Fig. 1: the metal 3 layer
The bar under the picture is 20 µm long.
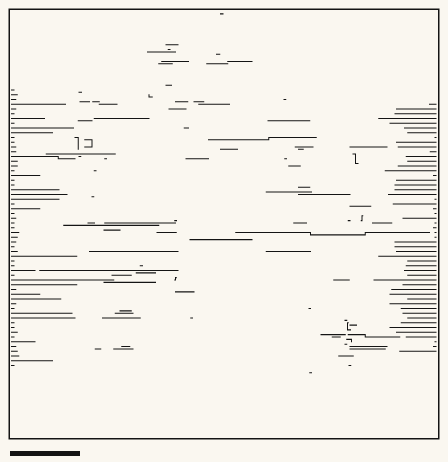
Fig. 2: cell outlines without signal wires
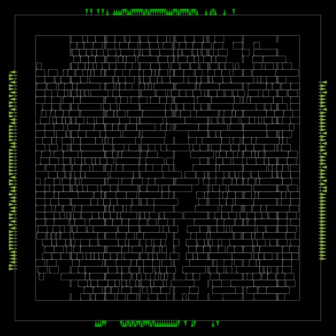
File: config.mk
export PLATFORM = sky130hd
export DESIGN_NAME = pc_sequencer
export DESIGN_NICKNAME = d
export VERILOG_FILES = /design/src/rtl/pc_sequencer.sv
export SDC_FILE = /design/constraint.sdc
export NUM_CORES = 1
export LEC_CHECK = 0
export CORE_MARGIN = 8
export CORE_UTILIZATION = 39
export CTS_CLUSTER_DIAMETER = 30
export CTS_CLUSTER_SIZE = 10
export DETAILED_ROUTE_END_ITERATION = 10
export GPL_ROUTABILITY_DRIVEN = 0
export PLACE_DENSITY = 0.78
export SLEW_MARGIN = 20
export SYNTH_ARGS = -nofsm -noshare
export SYNTH_HDL_FRONTEND = slang
export SYNTH_SLANG_ARGS = --single-unit
File: constraint.sdc
create_clock -name clock_i -period 1.75 [get_ports clock_i]
set_input_delay 0.175 -clock clock_i [delete_from_list [all_inputs] [get_ports clock_i]]
set_output_delay 0.175 -clock clock_i [all_outputs]
set_load 0.005 [all_outputs]
File: src/rtl/pc_sequencer.sv
// Program counter and next-PC selection for the single-cycle MIPS core, with boot, stall, halt and retire count.
// Optional build macro PC_MISALIGN_TRAP_EN redirects misaligned next-PC targets to TRAP_ADDR.
module pc_sequencer #(
  parameter logic [31:0] RESET_ADDR = 32'h0000_0000,
  parameter logic [31:0] TRAP_ADDR  = 32'h0000_0080
) (
  input  logic        clock_i,
  input  logic        reset_i,
  input  logic        enable_i,
  input  logic        halt_i,
  input  logic        branch_taken_i,
  input  logic [31:0] endereco_jump_i,
  input  logic        jump_i,
  input  logic [25:0] jump_target_i,
  input  logic        jump_reg_i,
  input  logic [31:0] reg_target_i,
  output logic [31:0] endereco_PC_o,
  output logic [31:0] pc_plus4_o,
  output logic        redirect_o,
  output logic        halted_o,
  output logic [31:0] instr_count_o,
  output logic        misaligned_o
);

  // state   | meaning
  // BOOT    | one settling cycle after reset; PC and count held
  // RUN     | normal fetch; advances when enable_i is high
  // HALTED  | frozen until reset
  typedef enum logic [1:0] {
    S_BOOT   = 2'd0,
    S_RUN    = 2'd1,
    S_HALTED = 2'd2
  } state_e;

  state_e      state_q, state_d;
  logic [31:0] pc_q, pc_d;
  logic [31:0] count_q, count_d;
  logic        redirect_q, redirect_d;
  logic        halted_q, halted_d;
  logic        misaligned_q, misaligned_d;
  logic [31:0] next_pc;
  logic        nonseq;

  assign pc_plus4_o = pc_q + 32'd4;

  always_comb begin
    next_pc = pc_plus4_o;
    nonseq  = 1'b0;
    if (jump_reg_i) begin
      next_pc = reg_target_i;
      nonseq  = 1'b1;
    end else if (jump_i) begin
      next_pc = {pc_plus4_o[31:28], jump_target_i, 2'b00};
      nonseq  = 1'b1;
    end else if (branch_taken_i) begin
      next_pc = endereco_jump_i;
      nonseq  = 1'b1;
    end
  end

  always_comb begin
    state_d      = state_q;
    pc_d         = pc_q;
    count_d      = count_q;
    redirect_d   = 1'b0;
    halted_d     = halted_q;
    misaligned_d = misaligned_q;
    case (state_q)
      S_BOOT: state_d = S_RUN;
      S_RUN: begin
        if (enable_i) begin
          count_d = count_q + 32'd1;
          if (halt_i) begin
            state_d  = S_HALTED;
            halted_d = 1'b1;
          end else begin
            pc_d       = next_pc;
            redirect_d = nonseq;
`ifdef PC_MISALIGN_TRAP_EN
            if (next_pc[1:0] != 2'b00) begin
              pc_d         = TRAP_ADDR;
              misaligned_d = 1'b1;
              redirect_d   = 1'b1;
            end
`endif
          end
        end
      end
      default: ;
    endcase
  end

  always_ff @(posedge clock_i or posedge reset_i) begin
    if (reset_i) begin
      state_q      <= S_BOOT;
      pc_q         <= RESET_ADDR;
      count_q      <= 32'd0;
      redirect_q   <= 1'b0;
      halted_q     <= 1'b0;
      misaligned_q <= 1'b0;
    end else begin
      state_q      <= state_d;
      pc_q         <= pc_d;
      count_q      <= count_d;
      redirect_q   <= redirect_d;
      halted_q     <= halted_d;
      misaligned_q <= misaligned_d;
    end
  end

`ifndef PC_MISALIGN_TRAP_EN
  // Trap vector only matters when alignment checking is built in.
  logic unused_trap;
  assign unused_trap = ^TRAP_ADDR;
`endif

  assign endereco_PC_o = pc_q;
  assign instr_count_o = count_q;
  assign redirect_o    = redirect_q;
  assign halted_o      = halted_q;
  assign misaligned_o  = misaligned_q;

endmodule
==> results.tsv <==
stage	metric	value	unit
status	status	finished, violations left	
status	violations	setup timing	
logic_synthesis	ys_warn_count	0	
cts	clk_latency	0.33	ns
global_routing	grt_max_degree	59	
place	place_ws	-0.691	ns
final_timing	fin_crit	2.28	ns
logic_synthesis	ys_cells	507	
critical_path	cp_cell_sequence	nand2_2 -> or3_4 -> buf_12 -> buf_6 -> nor4_4 -> xor2_1 -> buf_2	
cts	postCtsSetupBuffers	33	
final_layout	comb_share	36.9	%
final_timing	skew	0.00790	ns
global_routing	grtUsageMet3	4.55	%
critical_path	r2r_end	endereco_PC_o[19]	
final_timing	max_freq	438	MHz
logic_synthesis	ys_ff	68	
power_and_ir_drop	power_density	1060	mW/mm²
final_layout	utilization	78.0	%
cts	clk_path_buf_depth	2	
logic_synthesis	yosys.area_share.adder	0.566	%
floorplanning	dieArea	0.0150	mm²
cts	clock_sinks	68	
drt	vias	5548	
power_and_ir_drop	seqPwrFrac	25.5	%
final_timing	maxSlewViolCount	0	
logic_synthesis	area_leaders	dfrtp_1 (38%), xor2_1 (6.1%), nand2_1 (5.2%), xnor2_1 (5.1%), o21ai_0 (4.3%)	
power_and_ir_drop	swShare	36.9	%
place	hpwl	13.3	mm
final_timing	fin_crit_sh	130	%
power_and_ir_drop	intPower	5.86	mW
final_layout	clock_cell_area_share	3.19	%
logic_synthesis	top_cells_by_count	dfrtp_1 (68), nand2_1 (61), o21ai_0 (38), xor2_1 (31), nor2_1 (29)	
final_layout	logic_area	0.00323	mm²
final_timing	worst_pin_slew	0.622	ns
final_timing	slew_headroom	58.5	%
final_layout	fin_nets	944	
drt	drcViolationCount	0	
cts	postCtsHoldBufs	0	
job	drv_cap	0	
floorplanning	io_pins	196	
cts	clockRootBuffer	clkbuf_16	
final_timing	hold_ws	0.137	ns
final_timing	fin_tns_setup	-10.88	ns
final_layout	nonClkBufAreaFrac	37.8	%
drt	wire_per_inst	19.7	µm
logic_synthesis	synth-edff-count	0	
power_and_ir_drop	clock_net_power	1.70	mW
power_and_ir_drop	pg_seq	2.37	mW
global_routing	top_usage_layer	met2	
worst_hold_path	hold_path_class	in -> async	
final_timing	setup_viol	45	
critical_path	worst_path_largest_cell_delay	0.40	ns
power_and_ir_drop	p_total	9.30	mW
logic_synthesis	simple_gate_share	25.1	%
global_routing	grt_util_met1	26.7	%
drt	dr_wl_met3	1.36	mm
critical_path	path_max_fanout	5	
final_layout	design.seq.count	68	
global_routing	grt_use_met2	44.0	%
final_layout	final_common_cell	clkdlybuf4s50_1	
final_timing	layout_setup_ws	-0.531	ns
power_and_ir_drop	p_clk_share	18.3	%
final_timing	rsz0062_at_grt	true	
floorplanning	fp_util	39.4	%
final_layout	final_cell_mix	clkdlybuf4s50_1 (164), buf_4 (129), dfrtp_1 (62)	
logic_synthesis	postSynthSeqShare	38.5	%
critical_path	timing.rr.start	endereco_PC_o[5]	
critical_path	r2r_slack	-0.41	ns
global_routing	grt_usage	23.8	%
logic_synthesis	yosysUniqueCellTypes	58	
critical_path	crit_type	reg -> out	
floorplanning	taps	143	
job	tool_warnings	29	
final_layout	design_area	0.00876	mm²
critical_path	worstPathArrival	2.11	ns
final_layout	inv_count	12	
cts	clkTransAtPathRegs	0.06	ns
critical_path	crit_end	pc_plus4_o[31]	
cts	cts_tree	done	
drt	met1_length	7.53	mm
drt	dr.pass1.iters	5	
final_layout	nClkBuffers	10	
Notes on Fig. 1 above:
The layer holds 6.9% of the routed length. The longest straight run is 39.6 µm. 167 nets have wire on it.

Notes on Fig. 2 above:
number of fill cells: 687
fin cells: 993
area of the core: 0.0112 mm²
row count: 39
Seq area share: 19.5%

